`src/rtl/uart_switch_n.sv`:
```
// uart_switch_n: routes one host UART to one of NCH target UARTs.
// The channel select is synchronised and debounced, and a switch waits for an idle link plus a dead gap.
module uart_switch_n #(
  parameter int NCH         = 4,
  parameter int SEL_W       = 2,
  parameter int RESET_CH    = 0,
  parameter int DEBOUNCE    = 16,
  parameter int IDLE_CYCLES = 1000,
  parameter int GAP_CYCLES  = 4
) (
  input  logic             clk,
  input  logic             rst,
  input  logic [SEL_W-1:0] sel_i,
  input  logic             host_txd_i,
  output logic             host_rxd_o,
  output logic [NCH-1:0]   ch_txd_o,
  output logic [NCH-1:0]   ch_txd_oe,
  input  logic [NCH-1:0]   ch_rxd_i,
  output logic [NCH-1:0]   led_o,
  output logic [SEL_W-1:0] active_o,
  output logic             switching_o
);

  localparam int DW = $clog2(DEBOUNCE + 1);
  localparam int IW = $clog2(IDLE_CYCLES + 1);
  localparam int GW = $clog2(GAP_CYCLES + 1);

  localparam logic [DW-1:0]    DEB_MAX  = DW'(DEBOUNCE);
  localparam logic [IW-1:0]    IDLE_MAX = IW'(IDLE_CYCLES);
  localparam logic [GW-1:0]    GAP_LAST = GW'(GAP_CYCLES - 1);
  localparam logic [SEL_W-1:0] RST_SEL  = SEL_W'(RESET_CH);
  localparam logic [SEL_W:0]   NCH_LIM  = (SEL_W + 1)'(NCH);
  localparam logic [NCH-1:0]   RST_LED  = NCH'(1) << RESET_CH;

  typedef enum logic [1:0] {
    ACTIVE,
    DRAIN,
    GAP
  } state_t;

  state_t state;
  state_t state_n;

  logic [SEL_W-1:0] sel_s1;
  logic [SEL_W-1:0] sel_s2;
  logic [SEL_W-1:0] sel_prev;
  logic [SEL_W-1:0] req_sel;
  logic [DW-1:0]    deb_cnt;

  logic             txd_s1;
  logic             txd_s2;
  logic             rxd_s1;
  logic             rxd_s2;
  logic             act_rxd;
  logic [IW-1:0]    idle_cnt;

  logic [SEL_W-1:0] active;
  logic [SEL_W-1:0] target;
  logic [GW-1:0]    gap_cnt;
  logic [NCH-1:0]   led;

  logic req_ok;
  logic idle_ok;
  logic gap_done;
  logic drain_entry;

  assign req_ok      = {1'b0, req_sel} < NCH_LIM;
  assign idle_ok     = idle_cnt == IDLE_MAX;
  assign gap_done    = gap_cnt == GAP_LAST;
  assign drain_entry = (state == ACTIVE) && (state_n == DRAIN);

  // Select synchroniser; a value is accepted once stable for DEBOUNCE cycles.
  always_ff @(posedge clk) begin
    if (rst) begin
      sel_s1   <= RST_SEL;
      sel_s2   <= RST_SEL;
      sel_prev <= RST_SEL;
      req_sel  <= RST_SEL;
      deb_cnt  <= '0;
    end else begin
      sel_s1   <= sel_i;
      sel_s2   <= sel_s1;
      sel_prev <= sel_s2;
      if (sel_s2 != sel_prev) begin
        deb_cnt <= '0;
      end else if (deb_cnt != DEB_MAX) begin
        deb_cnt <= deb_cnt + 1'b1;
      end else begin
        req_sel <= sel_s2;
      end
    end
  end

  // Idle detector: counts cycles where both directions sit at mark.
  always_ff @(posedge clk) begin
    if (rst) begin
      txd_s1   <= 1'b1;
      txd_s2   <= 1'b1;
      rxd_s1   <= 1'b1;
      rxd_s2   <= 1'b1;
      idle_cnt <= '0;
    end else begin
      txd_s1 <= host_txd_i;
      txd_s2 <= txd_s1;
      rxd_s1 <= act_rxd;
      rxd_s2 <= rxd_s1;
      if (drain_entry || !(txd_s2 && rxd_s2)) begin
        idle_cnt <= '0;
      end else if (idle_cnt != IDLE_MAX) begin
        idle_cnt <= idle_cnt + 1'b1;
      end
    end
  end

  // Switch sequencer next-state logic.
  always_comb begin
    state_n = state;
    unique case (state)
      ACTIVE: begin
        if (req_ok && (req_sel != active)) begin
          state_n = DRAIN;
        end
      end
      DRAIN: begin
        if (!req_ok || (req_sel == active)) begin
          state_n = ACTIVE;
        end else if (idle_ok) begin
          state_n = GAP;
        end
      end
      GAP: begin
        if (gap_done) begin
          state_n = ACTIVE;
        end
      end
      default: state_n = ACTIVE;
    endcase
  end

  // State register plus target latch, gap timer and active-channel update.
  always_ff @(posedge clk) begin
    if (rst) begin
      state   <= ACTIVE;
      active  <= RST_SEL;
      target  <= RST_SEL;
      gap_cnt <= '0;
      led     <= RST_LED;
    end else begin
      state <= state_n;
      if ((state == DRAIN) && req_ok) begin
        target <= req_sel;
      end
      if ((state != GAP) && (state_n == GAP)) begin
        gap_cnt <= '0;
      end else if (state == GAP) begin
        gap_cnt <= gap_cnt + 1'b1;
      end
      if ((state == GAP) && gap_done) begin
        active <= target;
        led    <= NCH'(1) << target;
      end
    end
  end

  // Routing: active channel gets the host, everything parks at mark during GAP.
  always_comb begin
    ch_txd_o   = '1;
    ch_txd_oe  = '0;
    host_rxd_o = 1'b1;
    act_rxd    = 1'b1;
    for (int i = 0; i < NCH; i++) begin
      if (active == SEL_W'(i)) begin
        act_rxd = ch_rxd_i[i];
        if (state != GAP) begin
          ch_txd_o[i]  = host_txd_i;
          ch_txd_oe[i] = 1'b1;
          host_rxd_o   = ch_rxd_i[i];
        end
      end
    end
  end

  assign led_o       = led;
  assign active_o    = active;
  assign switching_o = state != ACTIVE;

endmodule

```
`config.mk`:
```
export PLATFORM = sky130hd
export DESIGN_NAME = uart_switch_n
export DESIGN_NICKNAME = d
export VERILOG_FILES = /design/src/rtl/uart_switch_n.sv
export SDC_FILE = /design/constraint.sdc
export NUM_CORES = 1
export LEC_CHECK = 0
export ABC_AREA = 0
export CAP_MARGIN = 10
export CORE_AREA = 2 2 62 64
export CTS_CLUSTER_DIAMETER = 120
export DETAILED_ROUTE_END_ITERATION = 10
export DIE_AREA = 0 0 64 66
export PLACE_DENSITY = 0.76
export SLEW_MARGIN = 20
export SYNTH_ARGS = -nofsm -noshare
export SYNTH_HDL_FRONTEND = slang
export SYNTH_SLANG_ARGS = --single-unit
```
`constraint.sdc`:
```
create_clock -name clk -period 1.8 [get_ports clk]
set_clock_uncertainty 0.15 [all_clocks]
set_input_delay 0.36 -clock clk [delete_from_list [all_inputs] [get_ports clk]]
set_output_delay 0.36 -clock clk [all_outputs]
set_load 0.005 [all_outputs]
```
==> impl_metrics.toml, run 1 <==
# generated from flow reports
[routing]
avgViaCountPerCell = 5.57
drt_first_pass_iters = 4
num_vias = 1572

[final_timing]
tightest_slew_ns = 0.497
finalClockPeriodUsage_pct = 117
setup_tns_ns = -0.315
hold_viol = 0
timing.final.ws_setup_ns = -0.307
rsz0062_at_grt = "yes"
setup_viol = 2
min_period_ns = 2.11

[power]
leakagePower_nw = 0.851
irDropWorstVdd_mv = 0.443
total_power_w = 0.00161
power_frac_comb_pct = 6.0
seqPwrFrac_pct = 57.2
swShare_pct = 22.9
seq_power_w = 0.000923
pwr-share-clk_pct = 36.8
powerClk_w = 0.000594

[global_routing]
grt_pass1_vias = 1621
antenna_found_initial = 0
grt_max_degree = 19
grt_pass1_wl_um = 7080

[finish]
final_core_util_pct = 65.0
fillers = 302
seq_share_pct = 35.1
n_all_buffers = 40
flops = 40
lay_top_count = "dfxtp_1"
comb_area_share_pct = 43.6
logic_gates = 139
logic_area_um2 = 1010
drive_above_1_share_pct = 22.6
inv_count = 7
clk_share_pct = 3.31
fin_area_um2 = 2310

[min_path]
hp-class = "reg2reg"
min-delay-start = "txd_s1"
whs_path_depth = 1

[run_status]
violations = "negative setup slack"
status = "complete, but fails checks"

[worst_setup_path]
r2r_start = "idle_cnt[0]"
setup.worst_path.start_class = "input port"
max_stage_delay_ns = 0.47
r2r_setup_slack_ns = 0.07
path_cells = "clkdlybuf4s50_1 -> mux4_2 -> or2_1 -> buf_2"
critPathRequiredTime_ns = 1.29
path_max_fanout = 2
crit_slowest_cell = "mux4_2"

[die]
fp_util_pct = 51.2
die_y_um = 66
dieWidth_um = 64

[synthesis]
synth_area_per_cell_um2 = 9.48
xor_share_pct = 5.78
synth-main-ff-cell = "dfxtp_1"
synthesis.nets = 207
ys_sh_aoi_pct = 13.1
yosysTopAreaCell = "dfxtp_1"
yosys-stat-area_um2 = 1820
netlist_area_um2 = 1820
edf_count = 0
syn_inst = 192
yosysCellCount = 192
simple_gate_share_pct = 27.0
ys_warn_count = 0

[cts]
cts.path.max_buffers = 2
hold_buffers = 0
clkTransAtPathRegs_ns = 0.12
root_buffer = "clkbuf_4"
insertion_delay_ns = 0.35
cts_max_level = 2
ctsResizeCount = 55
cts_buffers = 5

[placement]
dp.cells = 268
place.port_buffers = 24

[job]
maxCapViolCount = 0
warnings = 30
==> run 1: routing by layer <==
layer / wire length, um / GRT usage (%) / up-vias
li1: - / - / 776
met1: 1800 / 23.2 / 749
met2: 2180 / 41.5 / 41
met3: 196 / 6.13 / 6
met4: 51 / 7.07 / 0
met5: 0 / 0 / -
==> run 1: worst max-delay path, delay by kind of cell <==
family / cells / cell delay [ns]
buffers and inverters: 2 / 0.53
and+or+nand+nor: 1 / 0.24
muxes: 1 / 0.47
==> run 1: state kept, by name (all words and copies together), names as in the netlist <==
register and count:
active_o 2, deb_cnt 5, gap_cnt 3, idle_cnt 10, led_o 4, req_sel 2
rxd_s1 1, rxd_s2 1, sel_prev 2, sel_s1 2, sel_s2 2, state 2
target 2, txd_s1 1, txd_s2 1
Figure 1. Placement view (run 1).
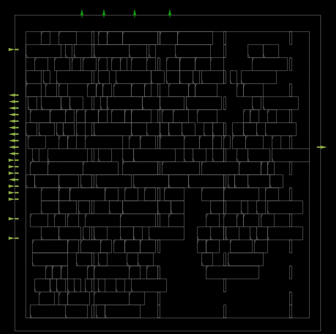
Row Count: 22
Well Taps: 48

Figure 2. Sequential cells grouped by signal name (run 1).
Bar = 20 um.
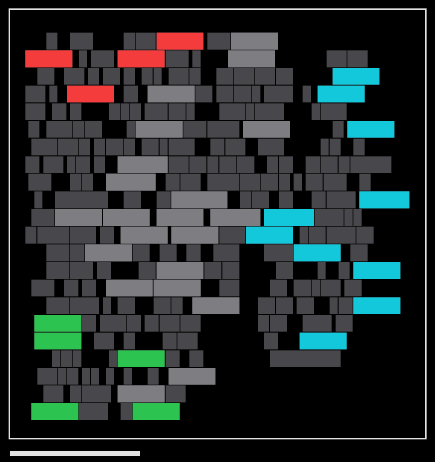
netlist name	colour	sequential cells
idle_cnt	cyan	10
led_o	red	4
deb_cnt	green	5

Figure 3. Metal layers overlaid (run 1).
Bar = 20 um.
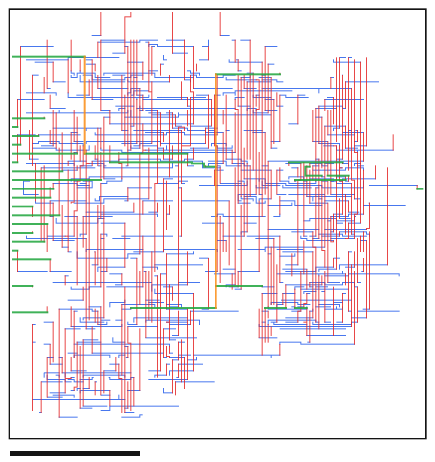
layer	colour	wire length
M2	red	2180 um
M3	green	196 um
M1	blue	1800 um
M4	orange	51.0 um
GR Util All Layers: 21.9%
wire length per cell: 15.0 um
final wirelength: 4230 um

==> run 2, diff against run 1 <==
--- a/config.mk
+++ b/config.mk
@@ -6,6 +6,7 @@
 export NUM_CORES = 1
 export LEC_CHECK = 0
 export ABC_AREA = 0
+export ABC_CLOCK_PERIOD_IN_PS = 1800
 export CAP_MARGIN = 10
 export CORE_AREA = 2 2 62 64
 export CTS_CLUSTER_DIAMETER = 120
Figure 4. Sequential cells grouped by signal name (run 2).
Bar = 20 um.
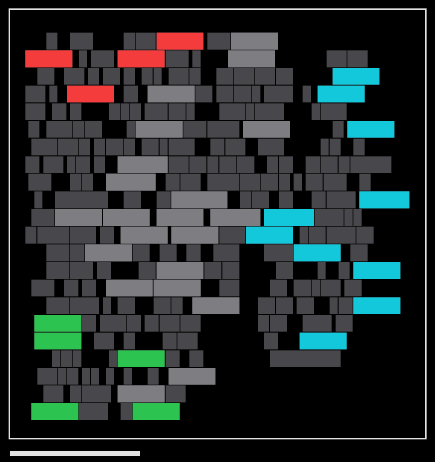
netlist name	colour	sequential cells
idle_cnt	cyan	10
deb_cnt	green	5
led_o	red	4
not coloured	21

==> run 2 against run 1 <==
Effect of this change: the run still ends with negative setup slack left; register-to-register slack is essentially flat; hold slack is the same; flip-flop count is the same; area after synthesis is the same; via count is the same; die area is the same; global-route usage is the same; critical path type unchanged; largest power group unchanged.
==> impl_metrics.toml, run 2 <==
# generated from flow reports
[run_status]
status = "complete, but fails checks"
violations = "negative setup slack"

[routing]
drt-met1-wl_um = 1800
met2_length_um = 2180
routed_wl_um = 4230
wl_met3_um = 196
avgViaCountPerCell = 5.57
routedWlPerCell_um = 15.0
routed.top_layer = "met4"
drt_first_pass_iters = 4

[global_routing]
grt-busiest-layer = "met2"
use_met3_pct = 6.13
grt_pass1_wl_um = 7080
grt.total_usage_pct = 21.9
use_met1_pct = 23.2
met2_usage_pct = 41.5
grt_pass1_vias = 1621
antenna_found_initial = 0

[synthesis]
syn_inst = 192
simple_gate_share_pct = 27.0
yosysTopAreaCell = "dfxtp_1"
xor_share_pct = 5.78
synthesis.nets = 207
synth-main-ff-cell = "dfxtp_1"
yosys-stat-area_um2 = 1820
synth_area_per_cell_um2 = 9.48
ys_warn_count = 0
edf_count = 0

[worst_setup_path]
r2r_start = "idle_cnt[0]"
max_stage_delay_ns = 0.47
path_delay_family = "buffers and inverters"
setup.worst_path.start_class = "input port"
r2r_setup_slack_ns = 0.07
path_max_fanout = 2
critPathBufInv = 2
path_cells = "clkdlybuf4s50_1 -> mux4_2 -> or2_1 -> buf_2"
critPathRequiredTime_ns = 1.29
crit_slowest_cell = "mux4_2"

[cts]
root_buffer = "clkbuf_4"
cts_buffers = 5
cts.path.max_buffers = 2
hold_buffers = 0
insertion_delay_ns = 0.35
cts_max_level = 2
ctsResizeCount = 55
clkTransAtPathRegs_ns = 0.12

[placement]
place.port_buffers = 24
dp.cells = 268

[finish]
fillers = 302
largest_reg_flops = 10
antennaDiodeCount = 0
top_register = "idle_cnt"
fin_area_um2 = 2310
final_cell_count_no_fill = 282
lay_top_count = "dfxtp_1"
final_core_util_pct = 65.0

[final_timing]
setup_tns_ns = -0.315
min_period_ns = 2.11
hold_viol = 0
timing.fmax_mhz = 475
finalClockPeriodUsage_pct = 117
rsz0062_at_grt = "yes"
timing.final.ws_setup_ns = -0.307
setup_viol = 2

[power]
powerClk_w = 0.000594
seqPwrFrac_pct = 57.2
power_frac_comb_pct = 6.0
total_power_w = 0.00161
leakagePower_nw = 0.851
irDropWorstVdd_mv = 0.443
swShare_pct = 22.9

[die]
fp_util_pct = 51.2
die_y_um = 66
rows = 22

[job]
warnings = 30
maxCapViolCount = 0

[min_path]
hp-class = "reg2reg"
Figure 5. Metal layers overlaid (run 2).
Bar = 20 um.
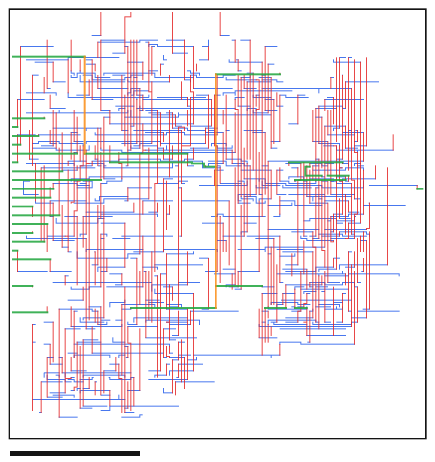
layer	colour	wire length
M1	blue	1800 um
M4	orange	51.0 um
M3	green	196 um
M2	red	2180 um
via count: 1572

run 2: cell counts after synthesis:
No cell type changed its count.
run 2: final cells by class:
cell class                      instances  area [um^2]  share of cell area [%]
Multi-Input combinational cell        139         1010                    43.6
Clock inverter                          2         35.0                    1.52
Timing Repair Buffer                   40          328                    14.2
Tap cell                               48         60.1                    2.60
Clock buffer                            6         41.3                    1.79
Sequential cell                        40          811                    35.1
Inverter                                7         26.3                    1.14
run 2: how the worst min path moves through the flow:
stage,startpoint,endpoint,slack [ns],cells after the start
after CTS,txd_s1,txd_s2,0.27,1
after global placement,txd_s1,txd_s2,0.24,1
after global routing,rxd_s1,rxd_s2,0.29,1
after floorplan,rxd_s1,rxd_s2,0.23,1
after detailed placement,txd_s1,txd_s2,0.24,1
final,txd_s1,txd_s2,0.27,1
==> run 3, diff against run 2 <==
--- a/config.mk
+++ b/config.mk
@@ -9,7 +9,7 @@
 export ABC_CLOCK_PERIOD_IN_PS = 1800
 export CAP_MARGIN = 10
 export CORE_AREA = 2 2 62 64
-export CTS_CLUSTER_DIAMETER = 120
+export CTS_CLUSTER_DIAMETER = 100
 export DETAILED_ROUTE_END_ITERATION = 10
 export DIE_AREA = 0 0 64 66
 export PLACE_DENSITY = 0.76
Figure 6. Logic cells by family (run 3).
Bar = 20 um.
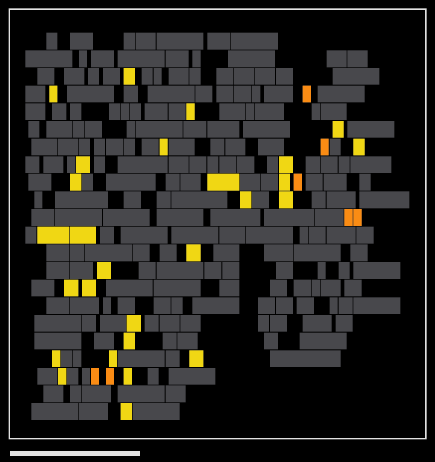
family	colour	cells	most used
nor cells	yellow	27	nor3_1
inv cells	orange	7	inv_1

==> run 3 against run 2 <==
Effect of this change: the run still ends with negative setup slack left; largest power group unchanged; routed wire length did not move; die area did not move; global-route usage did not move; highest routed layer unchanged; clock-buffer cell count did not move; utilization did not move.
==> impl_metrics.toml, run 3 <==
# generated from flow reports
[run_status]
status = "complete, but fails checks"
violations = "negative setup slack"

[finish]
inv_count = 7
final_cell_count_no_fill = 282
final_core_util_pct = 65.0
seq_area_um2 = 811
largest_reg_flops = 10
antennaDiodeCount = 0
comb_area_share_pct = 43.6
logic_area_um2 = 1010
clk_share_pct = 3.31
largest_class = "logic gates"
logic_gates = 139
fin_area_um2 = 2310
top_register = "idle_cnt"

[routing]
routed.top_layer = "met4"
wl_met3_um = 196
met2_length_um = 2180
routed_wl_um = 4230
drt_first_pass_iters = 4
drt-met1-wl_um = 1800
avgViaCountPerCell = 5.57

[synthesis]
edf_count = 0
synth_area_per_cell_um2 = 9.48
ys_warn_count = 0
synth-main-ff-cell = "dfxtp_1"
syn_inst = 192
synthesis.nets = 207
yosys-stat-area_um2 = 1820
simple_gate_share_pct = 27.0

[cts]
ctsResizeCount = 55
cts.path.max_buffers = 2
cts_max_level = 2
cts_buffers = 5
root_buffer = "clkbuf_4"
insertion_delay_ns = 0.35

[min_path]
hp-class = "reg2reg"
min-delay-start = "txd_s1"
whs_path_depth = 1

[worst_setup_path]
path_max_fanout = 2
critPathRequiredTime_ns = 1.29
r2r_start = "idle_cnt[0]"
setup.worst_path.start_class = "input port"

[final_timing]
rsz0062_at_grt = "yes"
timing.final.ws_setup_ns = -0.307
min_period_ns = 2.11
setup_tns_ns = -0.315
setup_viol = 2

[global_routing]
grt_pass1_wl_um = 7080
grt_pass1_vias = 1621

[die]
fp_util_pct = 51.2
die_y_um = 66
taps = 48
rows = 22

[job]
maxCapViolCount = 0
warnings = 30

[power]
leakagePower_nw = 0.851
total_power_w = 0.00161
seqPwrFrac_pct = 57.2

[placement]
place.port_buffers = 24
dp.cells = 268
Figure 7. Metal layers overlaid (run 3).
Bar = 20 um.
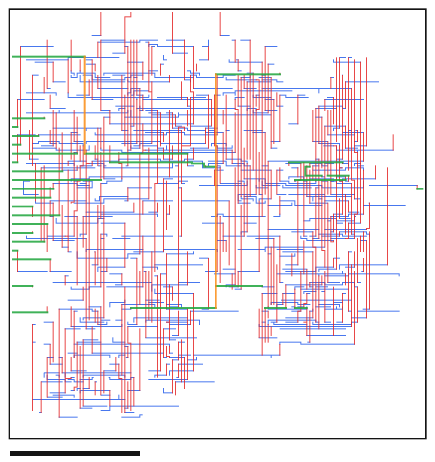
layer	colour	wire length
M4	orange	51.0 um
M2	red	2180 um
M1	blue	1800 um
M3	green	196 um

run 3: per-layer routing:
metal,up-vias,track usage [%]
li1,776,-
met1,749,23.2
met2,41,41.5
met3,6,6.13
met4,0,7.07
met5,-,0
run 3: power by group through the flow:
| stage | Combinational, W | Sequential, W | Clock, W |
|---|---|---|---|
| 4_1_cts | 0.0000971 | 0.000921 | 0.000606 |
| 3_5_place_dp | 0.0000988 | 0.000943 | 0 |
| 3_3_place_gp | 0.0000919 | 0.000941 | 0 |
| 5_1_grt | 0.000108 | 0.000926 | 0.000648 |
| 2_1_floorplan | 0.0000599 | 0.000938 | 0 |
| 6_report | 0.0000971 | 0.000923 | 0.000594 |
run 3: worst max-delay path, cell delays in order:
cell,delay [ns]
clkdlybuf4s50_1,0.40
mux4_2,0.47
or2_1,0.24
buf_2,0.13
Power and IR drop assume default switching activity.
